==> config.mk <==
export PLATFORM = sky130hd
export DESIGN_NAME = isn_gen
export DESIGN_NICKNAME = d
export VERILOG_FILES = /design/src/rtl/isn_gen_pkg.sv /design/src/rtl/isn_clock.sv /design/src/rtl/isn_gen.sv
export SDC_FILE = /design/constraint.sdc
export NUM_CORES = 1
export LEC_CHECK = 0
export CAP_MARGIN = 20
export CORE_ASPECT_RATIO = 1.4
export CORE_MARGIN = 4
export CORE_UTILIZATION = 55
export CTS_BUF_LIST = sky130_fd_sc_hd__clkbuf_16
export CTS_CLUSTER_DIAMETER = 200
export DETAILED_ROUTE_END_ITERATION = 10
export PLACE_DENSITY = 0.87
export SETUP_SLACK_MARGIN = 0.3
export SYNTH_ARGS = -nofsm -noshare
export SYNTH_HDL_FRONTEND = slang
export SYNTH_SLANG_ARGS = --single-unit
==> constraint.sdc <==
create_clock -name clk -period 3.7 [get_ports clk]
set_input_delay 1.11 -clock clk [delete_from_list [all_inputs] [get_ports clk]]
set_output_delay 1.11 -clock clk [all_outputs]
set_load 0.01 [all_outputs]
route_heat.png
17 x 24 tiles, from dark blue (low) to red (high), scaled to the fullest tile. Values are wire area over tile area, all layers added.
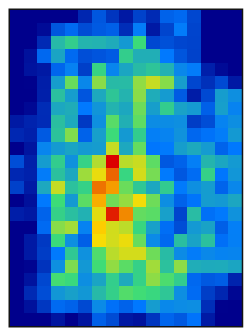
The mean over all tiles is 0.20. The densest ninth of the die: centre. The fullest tile reaches 0.70. 15% of the tiles are over half the peak. 12% of the tiles are nearly empty.
Total Routing Usage GR: 23.6%
via count: 4243

port_trees.png
The bar under the picture is 20 µm long.
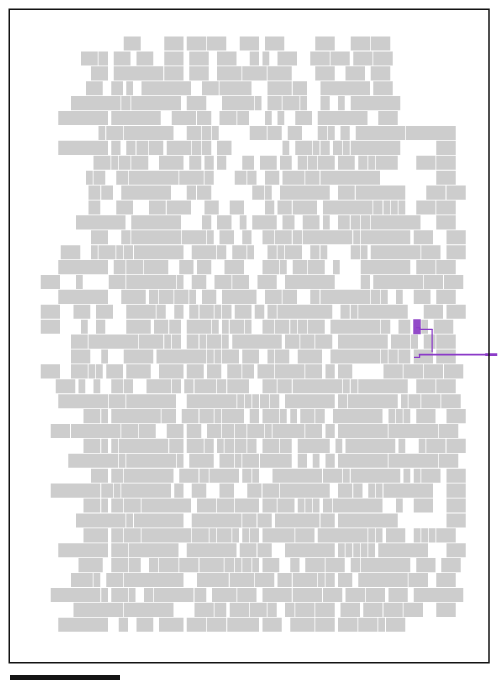
new_flow_done_rdy: in purple, bits 1, direction input, edge east, end cells 1, wire 20.9 µm.
count of input and output buffers: 115
# IOs: 116

==> qor.csv <==
stage;metric;value;unit
critical_path;CP required;3890;ps
route;first-pass iteration count of the detailed router;5;
placed_design;HPWL Detailed;9490;µm
yosys;Syn Area/Cell;9.22;µm²
layout;# fillers;574;
cts;Reg clk slew, reported paths;50;ps
pwr;PwrDens;560;mW/mm²
route;Top Layer Used;met4;
critical_path;R2R Setup Slk;990;ps
cts;CTS Root Cell;clkbuf_16;
global_route;initial antenna violation count;0;
yosys;EDFF count, synth;0;
route;DRC;0;
floorplan;die area;0.0104;mm²
cts;TritonCTS Buffers;9;
layout;share of cells above drive strength 1;12.9;%
yosys;cell count after synthesis;525;
sta;FMAX;0.298;GHz
critical_path;Critical Path Fanout Max;3;
critical_path;CP max-delay cell;clkdlybuf4s50_1;
yosys;synth warn;0;
sta;Final setup viols;0;
cts;maximum root-to-sink buffer count;2;
critical_path;Worst path depth;11;
sta;final hold violation count;0;
sta;min Tclk post-route;3360;ps
sta;Slew Limit Fails;0;
yosys;Syn Nets;600;
global_route;first-pass GRT wire length;19500;µm
yosys;Yosys Instances;525;
sta;max_slew headroom;48.8;%
critical_path;CP startpoint kind;input port;
layout;# nets final;699;
outcome;status;complete, no violations;
floorplan;Initial Util;56.2;%
job;tool warnings;27;
cts;H-tree depth;3;
critical_path;critical path, cell by cell;clkdlybuf4s50_1, ha_4, buf_4, a21oi_1, nor2b_1, nor3_4, o221ai_2, a221o_1, a211oi_2, xor2_1, o21ai_1;
pwr;P_leak;0.00299;µW
sta;RSZ-0062 raised after global routing;true;
yosys;Synth async-reset ratio;100;%
yosys;Post-Syn Area;0.00484;mm²
route;wire length on met1;5070;µm
job;max cap viols;0;
layout;ant diodes;0;
route;routed wl met3;813;µm
## metal layers
layer / track usage (%) / vias to the layer above
met3: 2.77 / 29
li1: - / 1998
met5: 0 / -
met1: 29.0 / 2026
met2: 40.3 / 190
met4: 10.9 / 0
## worst reg2reg max path, stage by stage, from the launching register on
cell and delay, ps:
dfrtp_1 450, ha_2 230, fa_2 430, a21oi_4 210, nor3_4 60, nor3_4 160, o221ai_2 150, a221o_1 390
a211oi_2 250, xor2_1 180, o21ai_1 70
## power by group
part / total [µW] / switching [µW] / internal [µW]
Sequential: 1160 / 173 / 991
Combinational: 1490 / 646 / 840
Clock: 966 / 314 / 652
## cell type report
class                   instances  share of cell area [%]
inverters                      10                   0.581
clock buffers                   9                    3.48
well taps                     105                    2.03
clock inverters                 7                    1.70
multi-input cells             387                    42.9
repair buffers                144                    21.4
flip-flops and latches         72                    27.9
## cells in the mapped netlist (all sizes together) (2+ instances only)
cell type and instances:
nand2 85, dfrtp 72, buf 40, xnor2 39, o21ai 38, ha 33
a21oi 30, nor2 20, xor2 20, nand3 17, clkbuf 16, a21o 12
and3 11, inv 10, nand4 9, and2 6, nor2b 5, nor3 5
o21bai 5, a31oi 4, and4 4, a211oi 3, a31o 3, nand2b 3
o211ai 3, o21a 3, a2111o 2, a211o 2, a21boi 2, a311oi 2
mux2 2, o41ai 2, or3 2
## kinds of logic (layout without fill, tap and decap cells)
logic type	count (synthesis)	in the layout	synth area share [%]
AND-OR/OR-AND	122	122	17.9
XOR/XNOR	59	59	10.7
adder cells (fa/ha/maj)	34	34	8.94
buffers and inverters	66	170	8.17
flip-flops	72	72	37.2
multiplexers	2	2	0.465
AND/OR/NAND/NOR	170	170	16.6
## what timing repair did
item | CTS | global route
setup endpoints to repair | 8 | 12
pin swaps | 2 | 17
setup buffers | 0 | 7
resized | 3 | 21
## through the flow
stage / util, % / setup slack [ps] / instances / setup TNS [ps] / instance area, µm²
3_5_place_dp: 69.0 / -150 / 711 / -724 / 5940
5_1_grt: 75.1 / 234 / 734 / 0 / 6460
4_1_cts: 73.1 / 312 / 727 / 0 / 6290
6_report: 75.1 / 341 / 734 / 0 / 6460
3_3_place_gp: 69.0 / -85.2 / 711 / -240 / 5940
2_1_floorplan: - / 414 / 525 / 0 / 4840
## cell usage in the layout, fill, tap and decap left out, types with 2 or more instances in the layout
cell type and n:
dfrtp_1 72, and4_1 4, a31oi_1 3, xnor2_1 38
clkdlybuf4s50_1 112, nor2_1 20, clkbuf_16 9, a211oi_2 2
o21ai_0 27, o21a_1 3, nand2b_1 3, buf_4 28
a21o_1 12, o21bai_1 5, or3_4 2, mux2_2 2
nor3_4 2, a21oi_2 3, bufinv_16 3, ha_4 4
nor2b_1 5, a2111o_1 2, o21ai_1 9, inv_1 10
dlymetal6s2s_1 2, xor2_1 20, and2_1 6, ha_2 4
ha_1 25, nand3_1 17, nor3_1 3, a21oi_1 24
nand4_1 9, o211ai_1 3, and3_1 11, clkinv_1 2
nand2_1 84, a21oi_4 3
Power figures rest on the tool's default switching activity, not on a simulated workload.
